==> config.mk <==
export PLATFORM = sky130hd
export DESIGN_NAME = frame_scheduler
export DESIGN_NICKNAME = d
export VERILOG_FILES = /design/src/rtl/frame_scheduler.sv
export SDC_FILE = /design/constraint.sdc
export NUM_CORES = 1
export LEC_CHECK = 0
export CAP_MARGIN = 0
export CORE_MARGIN = 4
export CORE_UTILIZATION = 25
export DETAILED_ROUTE_END_ITERATION = 10
export PLACE_DENSITY = 0.6
export SLEW_MARGIN = 10
export SYNTH_ARGS = -nofsm -noshare
export SYNTH_HDL_FRONTEND = slang
export SYNTH_SLANG_ARGS = --single-unit
==> constraint.sdc <==
create_clock -name clk -period 7.5 [get_ports clk]
set_input_delay 1.5 -clock clk [delete_from_list [all_inputs] [get_ports clk]]
set_output_delay 1.5 -clock clk [all_outputs]
set_load 0.02 [all_outputs]
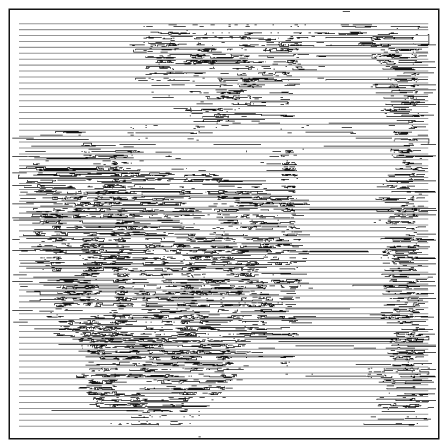
m1.png
Supply wires on this layer in gray.
The wires run mostly horizontal. The layer holds 42% of the routed length. The longest straight run is 69.9 um.
routing usage on met1: 20.69%
routed wire length: 34990 um
number of vias in the routed layout: 9763

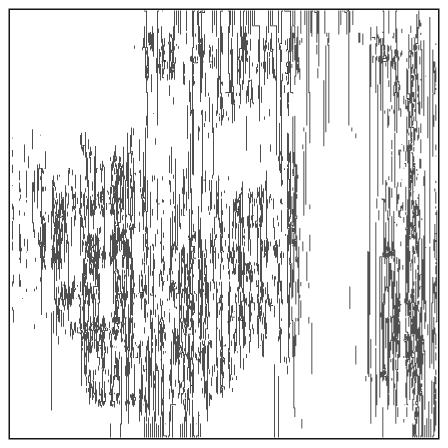
m2.png
The longest straight run is 124 um. The layer carries 17000 um of wire. The wires run mostly vertical.
met2 usage: 30.38%

==> README.md <==
| Result | This run | Unit |
|:---|:---|:---|
| Most used standard cell by instance count after synthesis | sky130_fd_sc_hd__nand2_1 | - |
| Power per cell area | 179.4 | mW/mm^2 |
| Quantity of I/O buffers inserted on ports | 275 | - |
| Worst EP arrival | 7020 | ps |
| Core Region | 0.03480 | sq mm |
| Post-layout util | 36.11 | % |
| Crit-path max cell delay | 690 | ps |
| Top logic cells by instance count in the layout | sky130_fd_sc_hd__clkdlybuf4s50_1 (275), sky130_fd_sc_hd__nand2_1 (185), sky130_fd_sc_hd__nor2_1 (151) | - |
| Hold Path Cell Cnt | 2 | - |
| Number of hold violations in the final report | 0 | - |
| Reported leakage power | 0.004626 | uW |
| Area of placed instances | 0.01199 | sq mm |
| CTS Buf Count | 17 | - |
| Average cell area after synthesis | 7.238 | sq um |
| Via-per-instance ratio | 5.077 | - |
| Slowest cell on the critical path | sky130_fd_sc_hd__o41ai_1 | - |
| Leftover overflow at the end of global routing | 0 | - |
| Xor+xnor area frac | 7.576 | % |
| Fraction of layout instances using a drive strength above 1 | 5.041 | % |
| Post-synth ARST share | 0 | % |
| Worst-case reg-to-reg path depth | 11 | - |
| Status | finished clean | - |
| Routability Congestion | 0.9254 | - |
| Hold/Removal Path Class | register to register | - |
| Transition time at the pin with the least slew margin | 1054 | ps |
| Syn Inst Count | 1230 | - |
| Setup repair after global routing missed its margin | no | - |
| Main kind of combinational logic by area | simple AND/OR/NAND/NOR gates | - |
| Flip-flop cell with the highest count after synthesis | sky130_fd_sc_hd__dfxtp_1 | - |
| Buffer levels on the longest clock path | 2 | - |
| Setup Total Neg Slack | 0 | ps |
| Initial antenna violation count | 2 | - |
| Global-route layer with the greatest usage | met2 | - |
| Count of standard-cell rows | 68 | - |
| Number of buffers inserted by hold repair at cts | 0 | - |
| Post-CTS Setup Repair Bufs | 0 | - |
| Portion of the clock cycle consumed by the worst path in the final layout | 89.84 | % |
| Average wire length per cell after detail routing | 18.20 | um |
| Required @ worst endpoint | 7780 | ps |
| Number of iterations in the first detailed-routing pass | 6 | - |
| Top logic cell by instance count in the layout | sky130_fd_sc_hd__clkdlybuf4s50_1 | - |
| Net count of the finished layout | 1690 | - |
| Final setup slack of the worst path | 762.1 | ps |
| Finished Layout Cells | 1923 | - |
| Final tally of max-slew violations | 0 | - |
| Final design area excluding fillers | 0.01256 | sq mm |
| Wire length of the first global-routing pass | 53450 | um |
| CTS sink count | 120 | - |
| Clock period minus worst slack | 6738 | ps |
| H-Tree Level Count | 4 | - |
| Clk_skew | 10.21 | ps |
| Number of register bits inferred by synthesis | 120 | - |
| Skew-Pair Late Insertion Delay | 420 | ps |
| Worst-path cell chain | clkdlybuf4s50_1 > nand2_1 > inv_1 > ha_1 > a21o_1 > and3_1 > a31o_2 > a41oi_1 > a21boi_0 > mux2i_1 > inv_1 > ha_1 > and2_1 > a311oi_1 > o21ba_2 > xnor2_1 > mux2_2 > ha_1 > o41ai_1 > o2111ai_1 > o211ai_1 > xor2_1 > xnor2_1 > o2bb2ai_1 | - |
| Power, Total | 2254 | uW |
| Number of flops mapped to enable cells by yosys | 0 | - |
| Total GRT Usage | 17.20 | % |
| Simple-gate share of the synthesized area | 27.69 | % |
| # setup viols final | 0 | - |
| Met3 demand-to-capacity share in global routing | 3.932 | % |
| Placed Cells incl. Taps | 1891 | - |
| CP dominant cell by count | sky130_fd_sc_hd__ha_1 | - |
| Pin count of the biggest net entering global routing | 96 | - |
| Die Span X | 196.7 | um |
| Chip area in the Yosys report | 0.008902 | sq mm |
| Post-placement setup slack | 393.7 | ps |
| Adder-cell share of the synthesized area | 6.859 | % |
| Count of warning messages emitted by the tools | 31 | - |
| Family with the most delay on the worst path | AND-OR/OR-AND gates | - |
| Largest area contributor in the netlist | sky130_fd_sc_hd__dfxtp_1 | - |
| Reg-to-reg setup timing slack | 3120 | ps |
| Most frequent cells after synthesis | sky130_fd_sc_hd__nand2_1 (186), sky130_fd_sc_hd__nor2_1 (151), sky130_fd_sc_hd__a21oi_1 (140) | - |
| Worst setup SP type | primary input | - |
| Clock transition at the registers of the reported paths | 70 | ps |
| Yosys warning total | 0 | - |
| Via count of the first global-routing pass | 9588 | - |
| Worst hold margin | 450.0 | ps |
| Category of the worst setup path capture point | register | - |
| Routed metal-1 wire length | 14650 | um |
| Highest net fanout along the worst path | 5 | - |
| Type of the worst setup path | primary input to register | - |
| Crit path buffers/inverters | 3 | - |
| Relative slew margins | 29.39 | % |
report_power, final:
group / leakage (uW) / internal (uW) / switching (uW)
Clock: 0.000272 / 476 / 322
Sequential: 0.000978 / 674 / 25.5
Combinational: 0.00338 / 344 / 413
Total: 0.00463 / 1490 / 761
final cells by class:
cell class / count / area [sq um]
tap: 455 / 569.3
sequential: 120 / 2402
clock buffer: 19 / 452.9
multi-input combinational: 999 / 6066
fill: 3679 / 22230
timing repair buffer: 286 / 2835
clock inverter: 13 / 122.6
inverter: 31 / 116.4
cell families after synthesis:
logic type,Yosys count
AND-OR/OR-AND,323
XOR/XNOR,77
adder cells (fa/ha/maj),47
buffers and inverters,112
flip-flops,120
multiplexers,18
other,1
AND/OR/NAND/NOR,532
Power and IR drop assume default switching activity.
